Figure 1. Placement by cell class (run 1).
The bar under the picture is 50 µm long. Fill, decap, tap and diode cells in grey.
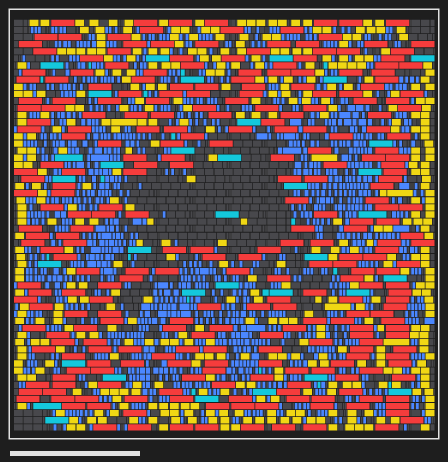
Figure 2. Met1 routing (run 1).
Supply wires on this layer in grey.
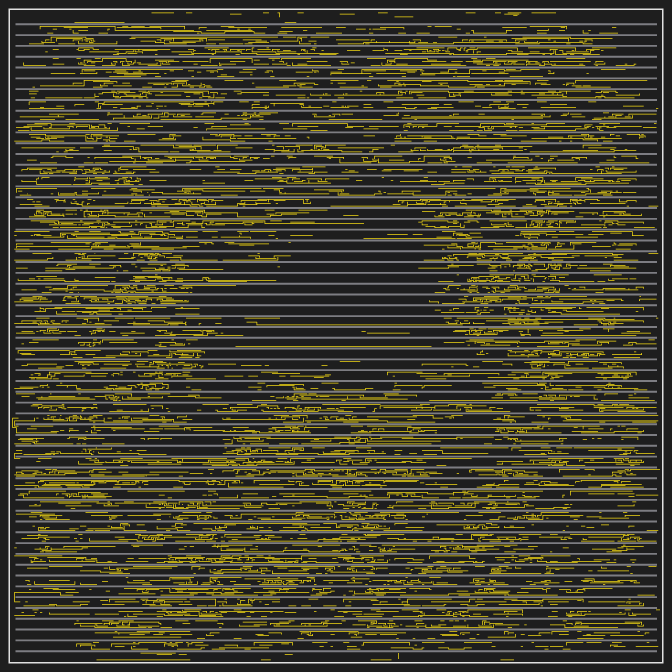
Figure 3. Routing congestion map (run 1).
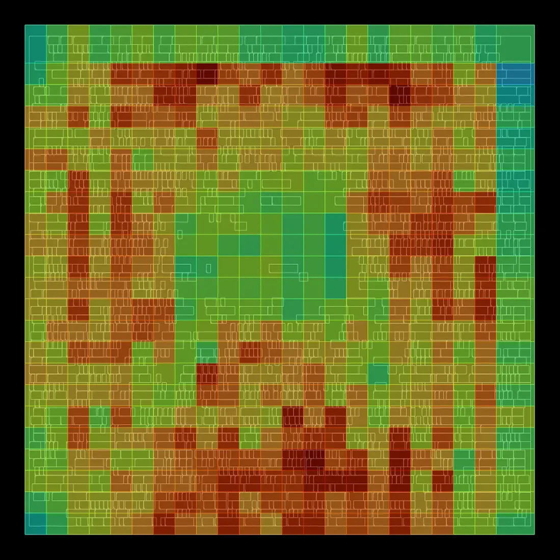
===== config.mk =====
export PLATFORM = sky130hd
export DESIGN_NAME = decode_multi
export DESIGN_NICKNAME = d
export VERILOG_FILES = /design/src/rtl/decode_multi_pkg.sv /design/src/rtl/decode_multi_lane.sv /design/src/rtl/decode_multi.sv
export SDC_FILE = /design/constraint.sdc
export NUM_CORES = 1
export LEC_CHECK = 0
export ABC_AREA = 1
export CAP_MARGIN = 30
export CORE_UTILIZATION = 50
export CTS_BUF_LIST = sky130_fd_sc_hd__clkbuf_16
export DETAILED_ROUTE_END_ITERATION = 12
export GPL_ROUTABILITY_DRIVEN = 0
export PLACE_DENSITY = 0.85
export SYNTH_ARGS = -nofsm -noshare
export SYNTH_HDL_FRONTEND = slang
export SYNTH_HIERARCHICAL = 1
export SYNTH_SLANG_ARGS = --single-unit

===== constraint.sdc =====
create_clock -name clk -period 27.1 [get_ports clk]
set_clock_uncertainty 0.1 [all_clocks]
set_input_delay 6.775 -clock clk [delete_from_list [all_inputs] [get_ports clk]]
set_output_delay 6.775 -clock clk [all_outputs]
set_load 0.005 [all_outputs]

===== src/rtl/decode_multi_pkg.sv =====
// rv32i_types: decode class enum, RV32I opcodes and decode_multi defaults (no ports)
package rv32i_types;
  localparam int DEF_WIDTH = 2;
  localparam int DEF_AGE_BITS = 16;
  typedef enum logic [2:0] {
    CLS_ALU,
    CLS_BRANCH,
    CLS_JUMP,
    CLS_LOAD,
    CLS_STORE,
    CLS_CSR,
    CLS_ILLEGAL
  } decode_class_t;
  localparam logic [6:0] OP_LUI   = 7'b0110111;
  localparam logic [6:0] OP_AUIPC = 7'b0010111;
  localparam logic [6:0] OP_JAL   = 7'b1101111;
  localparam logic [6:0] OP_JALR  = 7'b1100111;
  localparam logic [6:0] OP_BR    = 7'b1100011;
  localparam logic [6:0] OP_LOAD  = 7'b0000011;
  localparam logic [6:0] OP_STORE = 7'b0100011;
  localparam logic [6:0] OP_IMM   = 7'b0010011;
  localparam logic [6:0] OP_REG   = 7'b0110011;
  localparam logic [6:0] OP_CSR   = 7'b1110011;
endpackage


===== src/rtl/decode_multi_lane.sv =====
// decode_lane: one-instruction RV32I decoder; in valid/inst, out cls/imm/rs1/rs2/rd/we/illegal/mem
module decode_lane import rv32i_types::*; (
  input  logic          valid,
  input  logic [31:0]   inst,
  output decode_class_t cls,
  output logic [31:0]   imm,
  output logic [4:0]    rs1,
  output logic [4:0]    rs2,
  output logic [4:0]    rd,
  output logic          we,
  output logic          illegal,
  output logic          mem
);
  logic [6:0] op;
  logic       no_rs1;
  logic       no_rs2;
  always_comb begin
    op = inst[6:0];
    cls = !valid ? CLS_ALU :
          (op == OP_LUI || op == OP_AUIPC || op == OP_IMM || op == OP_REG) ? CLS_ALU :
          op == OP_BR ? CLS_BRANCH :
          (op == OP_JAL || op == OP_JALR) ? CLS_JUMP :
          op == OP_LOAD ? CLS_LOAD :
          op == OP_STORE ? CLS_STORE :
          op == OP_CSR ? CLS_CSR : CLS_ILLEGAL;
    no_rs1 = op == OP_LUI || op == OP_AUIPC || op == OP_JAL;
    no_rs2 = no_rs1 || op == OP_JALR || op == OP_LOAD || op == OP_IMM;
    we = valid && (cls == CLS_ALU || cls == CLS_JUMP || cls == CLS_LOAD);
    illegal = cls == CLS_ILLEGAL;
    mem = cls == CLS_LOAD || cls == CLS_STORE;
    rs1 = (valid && !no_rs1) ? inst[19:15] : '0;
    rs2 = (valid && !no_rs2) ? inst[24:20] : '0;
    rd = we ? inst[11:7] : '0;
    imm = !valid ? '0 :
          (op == OP_IMM || op == OP_LOAD || op == OP_JALR) ? {{20{inst[31]}}, inst[31:20]} :
          op == OP_STORE ? {{20{inst[31]}}, inst[31:25], inst[11:7]} :
          op == OP_BR ? {{19{inst[31]}}, inst[31], inst[7], inst[30:25], inst[11:8], 1'b0} :
          (op == OP_LUI || op == OP_AUIPC) ? {inst[31:12], 12'h000} :
          op == OP_JAL ? {{11{inst[31]}}, inst[31], inst[19:12], inst[20], inst[30:21], 1'b0} : '0;
  end
endmodule


===== src/rtl/decode_multi.sv =====
// decode_multi: WIDTH-lane registered decode with mem age tagging; in fetch group/flush/out_ready, out decoded group/in_ready/age_count
module decode_multi import rv32i_types::*; #(
  parameter int WIDTH    = DEF_WIDTH,
  parameter int AGE_BITS = DEF_AGE_BITS
) (
  input  logic                      clk,
  input  logic                      rst,
  input  logic                      branch_mispredict,
  input  logic                      in_valid,
  input  logic [WIDTH-1:0]          in_lane_valid,
  input  logic [WIDTH*64-1:0]       in_packet,
  output logic                      in_ready,
  input  logic                      out_ready,
  output logic                      out_valid,
  output logic [WIDTH-1:0]          out_lane_valid,
  output logic [WIDTH*32-1:0]       out_pc,
  output logic [WIDTH*32-1:0]       out_inst,
  output logic [WIDTH*3-1:0]        out_class,
  output logic [WIDTH*32-1:0]       out_imm,
  output logic [WIDTH*5-1:0]        out_rs1_addr,
  output logic [WIDTH*5-1:0]        out_rs2_addr,
  output logic [WIDTH*5-1:0]        out_rd_addr,
  output logic [WIDTH-1:0]          out_regf_we,
  output logic [WIDTH*AGE_BITS-1:0] out_mem_age,
  output logic [WIDTH-1:0]          out_illegal,
  output logic [AGE_BITS-1:0]       age_count
);
  decode_class_t       cls [WIDTH];
  logic [31:0]         imm [WIDTH];
  logic [4:0]          rs1 [WIDTH];
  logic [4:0]          rs2 [WIDTH];
  logic [4:0]          rd  [WIDTH];
  logic [AGE_BITS-1:0] age [WIDTH];
  logic [WIDTH-1:0]    we;
  logic [WIDTH-1:0]    ill;
  logic [WIDTH-1:0]    mem;
  logic [AGE_BITS-1:0] age_sum;
  logic [2:0]          n;
  logic                accept;
  assign in_ready = (!out_valid || out_ready) && !branch_mispredict;
  assign accept = in_valid && in_ready;
  for (genvar g = 0; g < WIDTH; g++) begin : g_lane
    decode_lane u_lane (
      .valid   (in_lane_valid[g]),
      .inst    (in_packet[g*64 +: 32]),
      .cls     (cls[g]),
      .imm     (imm[g]),
      .rs1     (rs1[g]),
      .rs2     (rs2[g]),
      .rd      (rd[g]),
      .we      (we[g]),
      .illegal (ill[g]),
      .mem     (mem[g])
    );
  end
  // n walks the lanes oldest-first, so each mem lane sees the count of older mem lanes
  always_comb begin
    n = '0;
    for (int i = 0; i < WIDTH; i++) begin
      age[i] = mem[i] ? age_count + AGE_BITS'(n) : '0;
      n = n + 3'(mem[i]);
    end
    age_sum = age_count + AGE_BITS'(n);
  end
  always_ff @(posedge clk or posedge rst) begin
    if (rst) begin
      out_valid      <= 1'b0;
      out_lane_valid <= '0;
      out_pc         <= '0;
      out_inst       <= '0;
      out_class      <= '0;
      out_imm        <= '0;
      out_rs1_addr   <= '0;
      out_rs2_addr   <= '0;
      out_rd_addr    <= '0;
      out_regf_we    <= '0;
      out_mem_age    <= '0;
      out_illegal    <= '0;
      age_count      <= '0;
    end else if (branch_mispredict) begin
      out_valid <= 1'b0;
      age_count <= '0;
    end else if (accept) begin
      out_valid      <= 1'b1;
      out_lane_valid <= in_lane_valid;
      out_regf_we    <= we;
      out_illegal    <= ill;
      age_count      <= age_sum;
      for (int i = 0; i < WIDTH; i++) begin
        out_pc[i*32 +: 32]                <= in_packet[i*64+32 +: 32];
        out_inst[i*32 +: 32]              <= in_packet[i*64 +: 32];
        out_class[i*3 +: 3]               <= cls[i];
        out_imm[i*32 +: 32]               <= imm[i];
        out_rs1_addr[i*5 +: 5]            <= rs1[i];
        out_rs2_addr[i*5 +: 5]            <= rs2[i];
        out_rd_addr[i*5 +: 5]             <= rd[i];
        out_mem_age[i*AGE_BITS +: AGE_BITS] <= age[i];
      end
    end else if (out_ready) begin
      out_valid <= 1'b0;
    end
  end
endmodule

==> Table 3: Implementation characteristics, run 1 <==
Summary of implementation characteristics

Parameter                              Value

Synth
  Post-synthesis register bit count .................. 283
  Mapped Cells .................. 1,715
  Top-area cell type share of the netlist area .................. 0.539
  Synth unique cells .................. 35
  Area of the mapped netlist .................. 0.0131 mm²
  Synth Warn # .................. 6
  Number of cells in Yosys stat .................. 1,715
  Top cells by count .................. sky130_fd_sc_hd__nand2_1, sky130_fd_sc_hd__dfrtp_1, sky130_fd_sc_hd__inv_1
  Syn_area_per_cell .................. 7.66 µm²
  Area figure in the yosys stat output .................. 0.0131 mm²
  Count of library flops with an enable pin .................. 0
  Biggest area consumer among synthesized cells .................. sky130_fd_sc_hd__dfrtp_1
  Main area contributors .................. sky130_fd_sc_hd__dfrtp_1, sky130_fd_sc_hd__nand2_1, sky130_fd_sc_hd__inv_1

Setup path
  Endpoint of the most critical register-to-register path .................. age_count[6]
  Beginning of the critical path .................. branch_mispredict
  CP Depth .................. 5
  Cell family contributing the most delay on the critical path .................. buffers and inverters
  Data required time of the worst path .................. 20.22 ns
  R2R Path Start .................. out_valid
  Critical Path Max Stage Delay .................. 0.54 ns
  Length in cells of the worst reg-to-reg path .................. 8
  Slowest-stage cell, CP .................. sky130_fd_sc_hd__clkdlybuf4s50_1
  Series of cell instances along the critical path .................. clkdlybuf4s50_1 -> inv_2 -> nand2_1 -> inv_1 -> clkdlybuf4s50_1
  Critical path type .................. in2out
  WP data arrival .................. 8.36 ns
  Critical Path Fanout Max .................. 15
  Buffers & Inverters on Critical Path .................. 4

Placed design
  Placed cell areas .................. 0.0175 mm²
  Number of placed cells counting well taps .................. 2,405
  HPWL after detailed placement .................. 28,600 µm
  Count of buffers from port buffering .................. 418

CTS
  Cell at the root of the clock tree .................. sky130_fd_sc_hd__clkbuf_16
  Latency at later pin .................. 0.54 ns
  Number of clock sinks seen by CTS .................. 283
  Clock tree from TritonCTS .................. yes
  Clock-pin slew on the worst setup and hold paths .................. 0.06 ns
  Setup repair bufs after CTS .................. 0
  TritonCTS Buffers .................. 31
  Maximum level of the CTS H-tree .................. 1
  Worst-case clock buffer depth .................. 3

Power and ir drop
  Final total power .................. 1080 µW
  Power density cells .................. 58.3 mW/mm²
  Static leakage power .................. 0.00958 µW

Final timing
  Unrepaired setup endpoints after global routing .................. no
  Headroom to the max-slew limit .................. 0.390
  Period utilisation layout .................. 0.562
  TNS Setup .................. 0 ns
  Number of failing hold endpoints at the final stage .................. 0
  Maximum clock frequency .................. 65.6 MHz
  Final setup violation count .................. 0
  Final slew viol count .................. 0

Floorplanning
  Boundary pin count .................. 419
  Row count .................. 58
  Height of the chip .................. 164 µm
  Overall die area .................. 0.0269 mm²
  Chip Width .................. 164 µm

Finish
  Number of fill cells .................. 1,881
  Area grow syn2layout .................. 40.6%
  Most frequent cells in the layout .................. sky130_fd_sc_hd__nand2_1, sky130_fd_sc_hd__clkdlybuf4s50_1, sky130_fd_sc_hd__dfrtp_1, sky130_fd_sc_hd__inv_1, sky130_fd_sc_hd__nor2_1
  Final cell count without fillers .................. 2,457
  Share of post-route cells with drive strength above 1 .................. 0.0588
  Most numerous logic cell after layout .................. sky130_fd_sc_hd__nand2_1

Global route
  Wire length of the first global-routing pass .................. 63,300 µm
  Antenna violations before repair .................. 1
  GR Overflow Total .................. 0
  GR Util met3 .................. 0.0687

Run
  Max Cap Violations .................. 0
  Total tool warning count .................. 29

Detailed routing
  Residual antenna-violating net count after detailed routing .................. 0
  Drt initial violations .................. 1,095
  Mean number of vias per cell .................. 5.07
  Final Routed Wirelength .................. 40,300 µm

Run status
  Outcome .................. complete, no violations
Back to the opening pictures, Figure 1:
blue -> all other logic  # cells 1,361
yellow -> other buffers and delay cells  # cells 431
red -> flip-flops  # cells 283
cyan -> clock drivers and dummy loads  # cells 51
CORE AREA: 0.0255 mm²
summed area of non-filler cells in the final layout: 0.0185 mm²

Back to the opening pictures, Figure 2:
nets with wire on the layer = 1,991
main direction = horizontal

Back to the opening pictures, Figure 3:
Most Used Layer, Global Route: met2
routed length per instance: 16.4 µm
Overall Global Routing Usage: 0.297
met1 track demand over resource: 0.375

-- run 1: final cells by class --
cell class / count / share of cell area
clock inverter: 20 / 0.00908
tap: 330 / 0.0224
multi-input combinational: 1229 / 0.278
inverter: 132 / 0.0280
sequential: 283 / 0.383
timing repair buffer: 431 / 0.237
clock buffer: 31 / 0.0420
antenna: 1 / 0.000135
-- run 1: per-layer routing --
| metal | vias up | part of all wire |
|---|---|---|
| met2 | 515 | 0.48 |
| met3 | 109 | 0.079 |
| met4 | 0 | 0.041 |
| met1 | 5860 | 0.40 |
| li1 | 5982 | - |
| met5 | - | 0 |
-- run 1: cell families after synthesis --
kind of cell             after synthesis  share of synthesized area
AND-OR/OR-AND                        109                     0.0433
adder cells (fa/ha/maj)                5                    0.00534
AND/OR/NAND/NOR                     1112                      0.340
flip-flops                           283                      0.539
XOR/XNOR                               3                    0.00200
buffers and inverters                203                     0.0706
-- run 1: registers in the layout, summed over array words and instances, names as in the netlist --
| signal | cells |
|---|---|
| out_valid | 1 |
| out_class | 6 |
| out_rs1_addr | 10 |
| age_count | 16 |
| out_inst | 64 |
| out_mem_age | 32 |
| out_lane_valid | 2 |
| out_illegal | 2 |
| out_rs2_addr | 10 |
| out_rd_addr | 10 |
| out_imm | 64 |
| out_regf_we | 2 |
| out_pc | 64 |
-- run 1: how the worst min path moves through the flow --
stage / cells past startpoint / slack, ns / from / end
global placement: 2 / 0.36 / out_pc[6] / out_pc[6]
finish: 2 / 0.37 / out_pc[6] / out_pc[6]
detailed placement: 2 / 0.36 / out_inst[56] / out_inst[56]
floorplan: 2 / 0.37 / out_imm[21] / out_imm[21]
global route: 2 / 0.39 / out_imm[38] / out_imm[38]
CTS: 2 / 0.38 / out_pc[28] / out_pc[28]
-- run 1: tightest hold or removal path, cell delays in order, from the launching register on --
cell and delay (ns):
sky130_fd_sc_hd__dfrtp_1 0.34, sky130_fd_sc_hd__nand2_1 0.05, sky130_fd_sc_hd__nand2_1 0.06
-- run 1: power breakdown --
group	switching (µW)	total (µW)	leakage [µW]	internal, µW
Combinational	90.3	195	0.00539	105
Clock	166	399	0.000483	233
Sequential	22.0	483	0.00371	461
-- run 1: through the flow --
| step | util | setup slack [ns] | hold WS, ns |
|---|---|---|---|
| after CTS | 0.725 | 11.88 | 0.380 |
| after global placement | 0.683 | 11.94 | 0.361 |
| after floorplan | - | 12.42 | 0.372 |
| after global routing | 0.725 | 11.77 | 0.394 |
| final | 0.725 | 11.87 | 0.374 |
| after detailed placement | 0.688 | 11.92 | 0.364 |
Figure 4. M4 wires (run 1).
The bar under the picture is 50 µm long. Supply wires on this layer in grey. Cells faint in the background.
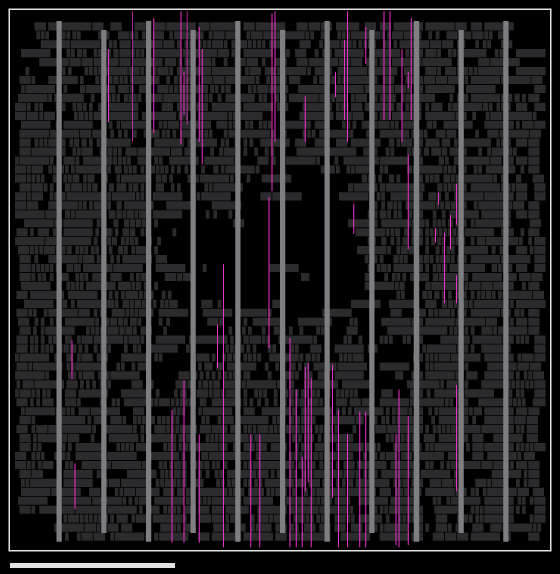

--- run 2 (diff from run 1) ---
Settings changed: CORE_UTILIZATION 50 to 47, PLACE_DENSITY 0.85 to 0.81.
Clock period 27.1 ns to 14.4 ns, I/O delays scaled along.
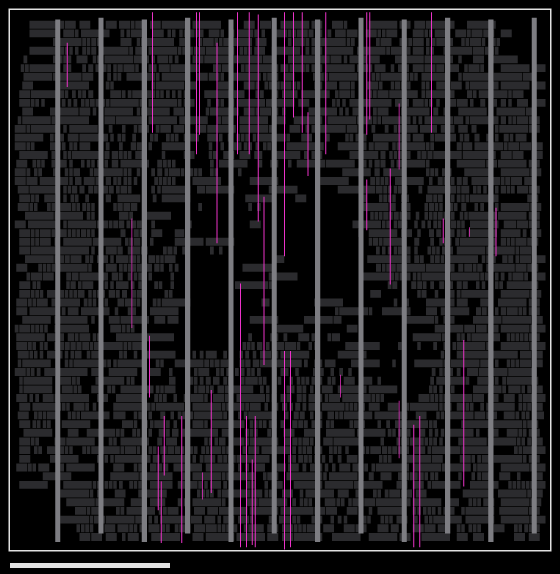
Figure 5: run 2, M4 wires.
The bar under the picture is 50 µm long. Supply wires on this layer in grey. Cells faint in the background.
main direction = vertical
longest straight run = 82.3 µm
share of all routed wire = 3.7%
nets with wire on the layer = 34
Final Routed Wirelength: 39,300 µm
total vias in the final route: 12,367

==> Table 3: Implementation characteristics, run 2 <==
Summary of implementation characteristics

Parameter                              Value

Setup path
  Data required time of the worst path .................. 10.70 ns (was 20.22 ns)
  R2R Path Start .................. out_valid (unchanged)
  Category of the worst setup path capture point .................. primary output (unchanged)
  Setup slack on the worst flop-to-flop path .................. 11.41 ns (was 24.68 ns)
  Critical path type .................. in2out (unchanged)
  Length in cells of the worst reg-to-reg path .................. 6 (was 8)
  Startpoint class of the critical path .................. input port (unchanged)
  WP data arrival .................. 5.19 ns (was 8.36 ns)
  Endpoint of the most critical register-to-register path .................. out_mem_age[23] (was age_count[6])
  Critical Path Fanout Max .................. 15 (unchanged)

Synth
  Prevailing post-synth register cell .................. sky130_fd_sc_hd__dfrtp_1 (unchanged)
  Top cells by count .................. sky130_fd_sc_hd__nand2_1, sky130_fd_sc_hd__dfrtp_1, sky130_fd_sc_hd__inv_1 (unchanged)
  Synth Warn # .................. 6 (unchanged)
  Mapped Cells .................. 1,715 (unchanged)
  Synth unique cells .................. 35 (unchanged)
  Area of the mapped netlist .................. 0.0131 mm² (unchanged)
  Post-synthesis async set-or-reset flop share .................. 1.00 (unchanged)
  Synth Net Count .................. 1,855 (unchanged)
  Most popular library cell in the synthesized design by count .................. sky130_fd_sc_hd__nand2_1 (unchanged)
  Main area contributors .................. sky130_fd_sc_hd__dfrtp_1, sky130_fd_sc_hd__nand2_1, sky130_fd_sc_hd__inv_1 (unchanged)
  Number of cells in Yosys stat .................. 1,715 (unchanged)
  Portion of the post-synthesis area used by sequential elements .................. 0.539 (unchanged)
  Syn_area_per_cell .................. 7.66 µm² (unchanged)
  Post-synthesis register bit count .................. 283 (unchanged)
  Top-area cell type share of the netlist area .................. 0.539 (unchanged)
  Area figure in the yosys stat output .................. 0.0131 mm² (unchanged)
  Count of library flops with an enable pin .................. 0 (unchanged)
  Biggest area consumer among synthesized cells .................. sky130_fd_sc_hd__dfrtp_1 (unchanged)

Power and ir drop
  Power density cells .................. 109 mW/mm² (was 58.3 mW/mm²)
  Static leakage power .................. 0.00958 µW (about the same)
  Switching power .................. 525 µW (was 279 µW)
  Fraction of power consumed by sequential logic .................. 0.451 (was 0.448)
  Clk pwr share .................. 0.368 (was 0.371)
  Combinational power share .................. 0.181 (about the same)
  Total internal power .................. 1490 µW (was 799 µW)
  Worst vdd rail ir drop .................. 0.0701 mV (was 0.0632 mV)
  Switching portion of total power .................. 0.261 (was 0.259)

CTS
  TritonCTS Buffers .................. 31 (unchanged)
  Worst-case clock buffer depth .................. 3 (unchanged)
  Post-cts resize count .................. 0 (unchanged)
  Number of clock sinks seen by CTS .................. 283 (unchanged)
  Maximum level of the CTS H-tree .................. 1 (unchanged)
  Clock-pin slew on the worst setup and hold paths .................. 0.06 ns (about the same)
  Cell at the root of the clock tree .................. sky130_fd_sc_hd__clkbuf_16 (unchanged)
  Latency at later pin .................. 0.55 ns (was 0.54 ns)
  Number of buffers inserted for hold repair after clock tree synthesis .................. 0 (unchanged)
  Setup repair bufs after CTS .................. 0 (unchanged)
  Clock tree from TritonCTS .................. yes (unchanged)

Worst hold path
  Hold wc startpoint .................. out_imm[37] (was out_pc[6])
  Worst min-delay path endpoint .................. out_imm[37] (was out_pc[6])
  Type of the most critical hold path .................. reg2reg (unchanged)
  Hold Crit Depth .................. 2 (unchanged)

Detailed routing
  Routed length per instance .................. 15.7 µm (was 16.4 µm)
  Total iterations of the first detailed-routing run .................. 5 (unchanged)
  Residual antenna-violating net count after detailed routing .................. 0 (unchanged)
  Drt initial violations .................. 905 (was 1,095)
  Count of unresolved DRC violations after routing .................. 0 (unchanged)
  Mean number of vias per cell .................. 4.94 (was 5.07)

Final timing
  Slew at the pin closest to its max-slew limit .................. 0.920 ns (was 0.915 ns)
  Final setup violation count .................. 0 (unchanged)
  Maximum clock frequency .................. 112 MHz
  TNS Setup .................. 0 ns (unchanged)
  Time the final worst path needs with I/O delays and setup .................. 8.89 ns
  Headroom to the max-slew limit .................. 0.384 (was 0.390)
  Unrepaired setup endpoints after global routing .................. no (unchanged)
  Post-Route Hold Slack .................. 0.377 ns (was 0.374 ns)
  Final slew viol count .................. 0 (unchanged)
  Number of failing hold endpoints at the final stage .................. 0 (unchanged)
  Period utilisation layout .................. 0.617

Placed design
  Count of buffers from port buffering .................. 418 (unchanged)
  HPWL after detailed placement .................. 27,900 µm (was 28,600 µm)

Floorplanning
  Height of the chip .................. 169 µm (was 164 µm)
  CORE AREA .................. 0.0272 mm² (was 0.0255 mm²)
  Chip Width .................. 169 µm (was 164 µm)
  Overall die area .................. 0.0286 mm² (was 0.0269 mm²)
  Floorplan utilization .................. 0.483 (was 0.516)
  Boundary pin count .................. 419 (unchanged)
  Row count .................. 60 (was 58)

Global route
  Number of global-route vias before repair .................. 11,960 (was 12,262)
  Pin count of the biggest net entering global routing .................. 136 (was 123)
  Overall Global Routing Usage .................. 0.271 (was 0.297)
  GR Overflow Total .................. 0 (unchanged)
  Antenna violations before repair .................. 0 (was 1)
  Wire length of the first global-routing pass .................. 62,300 µm (was 63,300 µm)

Finish
  Share of post-route cells with drive strength above 1 .................. 0.0577 (was 0.0588)
  Most numerous logic cell after layout .................. sky130_fd_sc_hd__nand2_1 (unchanged)
  Combined flip-flop and latch cell area .................. 0.00708 mm² (unchanged)
  Number of diodes added for antenna fixing .................. 0 (was 1)
  Count of nets after finishing .................. 2,247 (was 2,248)
  Biggest registers after layout .................. out_imm: 64 flops, out_inst: 64 flops, out_pc: 64 flops (unchanged)
  Multi-input logic area .................. 0.00513 mm² (unchanged)
  Most frequent cells in the layout .................. sky130_fd_sc_hd__nand2_1, sky130_fd_sc_hd__clkdlybuf4s50_1, sky130_fd_sc_hd__dfrtp_1, sky130_fd_sc_hd__inv_1, sky130_fd_sc_hd__nor2_1 (unchanged)
  Number of fill cells .................. 2,187 (was 1,881)
  Area grow syn2layout .................. 40.9% (was 40.6%)

Run
  Total tool warning count .................. 29 (unchanged)
  Max Cap Violations .................. 0 (unchanged)

Run status
  Outcome .................. complete, no violations (unchanged)
==> run 2: layout make-up <==
class | count | share of cell area
Sequential cell | 283 | 0.383
Multi-Input combinational cell | 1229 | 0.277
Timing Repair Buffer | 430 | 0.236
Clock buffer | 31 | 0.0419
Inverter | 132 | 0.0280
Tap cell | 372 | 0.0251
Clock inverter | 25 | 0.00906
==> run 2: critical path, stage by stage <==
cell and delay (ns):
sky130_fd_sc_hd__clkdlybuf4s50_1 0.54, sky130_fd_sc_hd__inv_2 0.30, sky130_fd_sc_hd__nand2_1 0.17, sky130_fd_sc_hd__inv_1 0.07, sky130_fd_sc_hd__clkdlybuf4s50_1 0.50
==> run 2: kinds of logic after synthesis <==
group | count (synthesis) | synth area share
simple gates | 1112 | 0.340
flops | 283 | 0.539
buf+inv | 203 | 0.0706
compound gates | 109 | 0.0433
fa+ha+maj | 5 | 0.00534
xor+xnor | 3 | 0.00200
==> run 2: worst max path at each step <==
stage | startpoint | endpoint
2_1_floorplan | rst | age_count[0]
3_3_place_gp | branch_mispredict | in_ready
3_5_place_dp | branch_mispredict | in_ready
4_1_cts | branch_mispredict | in_ready
5_1_grt | branch_mispredict | in_ready
6_report | branch_mispredict | in_ready
==> run 2: layer usage <==
layer  global-route usage  routed length, µm
met5                    0                  0
met1                0.343              15900
met4                0.103               1470
met2                0.454              19000
met3               0.0618               2980
==> run 2: metrics by stage <==
step	total power (µW)	area, µm²	setup WS [ns]	util	cells
3_3_place_gp	1270	17400	5.56	0.642	2441
6_report	2010	18500	5.51	0.681	2502
4_1_cts	2030	18400	5.51	0.678	2499
5_1_grt	2100	18500	5.42	0.681	2502
2_1_floorplan	1050	13100	2.89	-	1715
3_5_place_dp	1280	17500	5.53	0.643	2443
==> run 2: power groups by stage <==
stage	Combinational, µW	Clock [µW]	Sequential, µW
global route	398	788	916
floorplan	123	0	925
CTS	365	759	908
detailed placement	363	0	920
global placement	355	0	917
finish	364	741	908
No activity file was given, so power comes from the tool's default toggle rates.
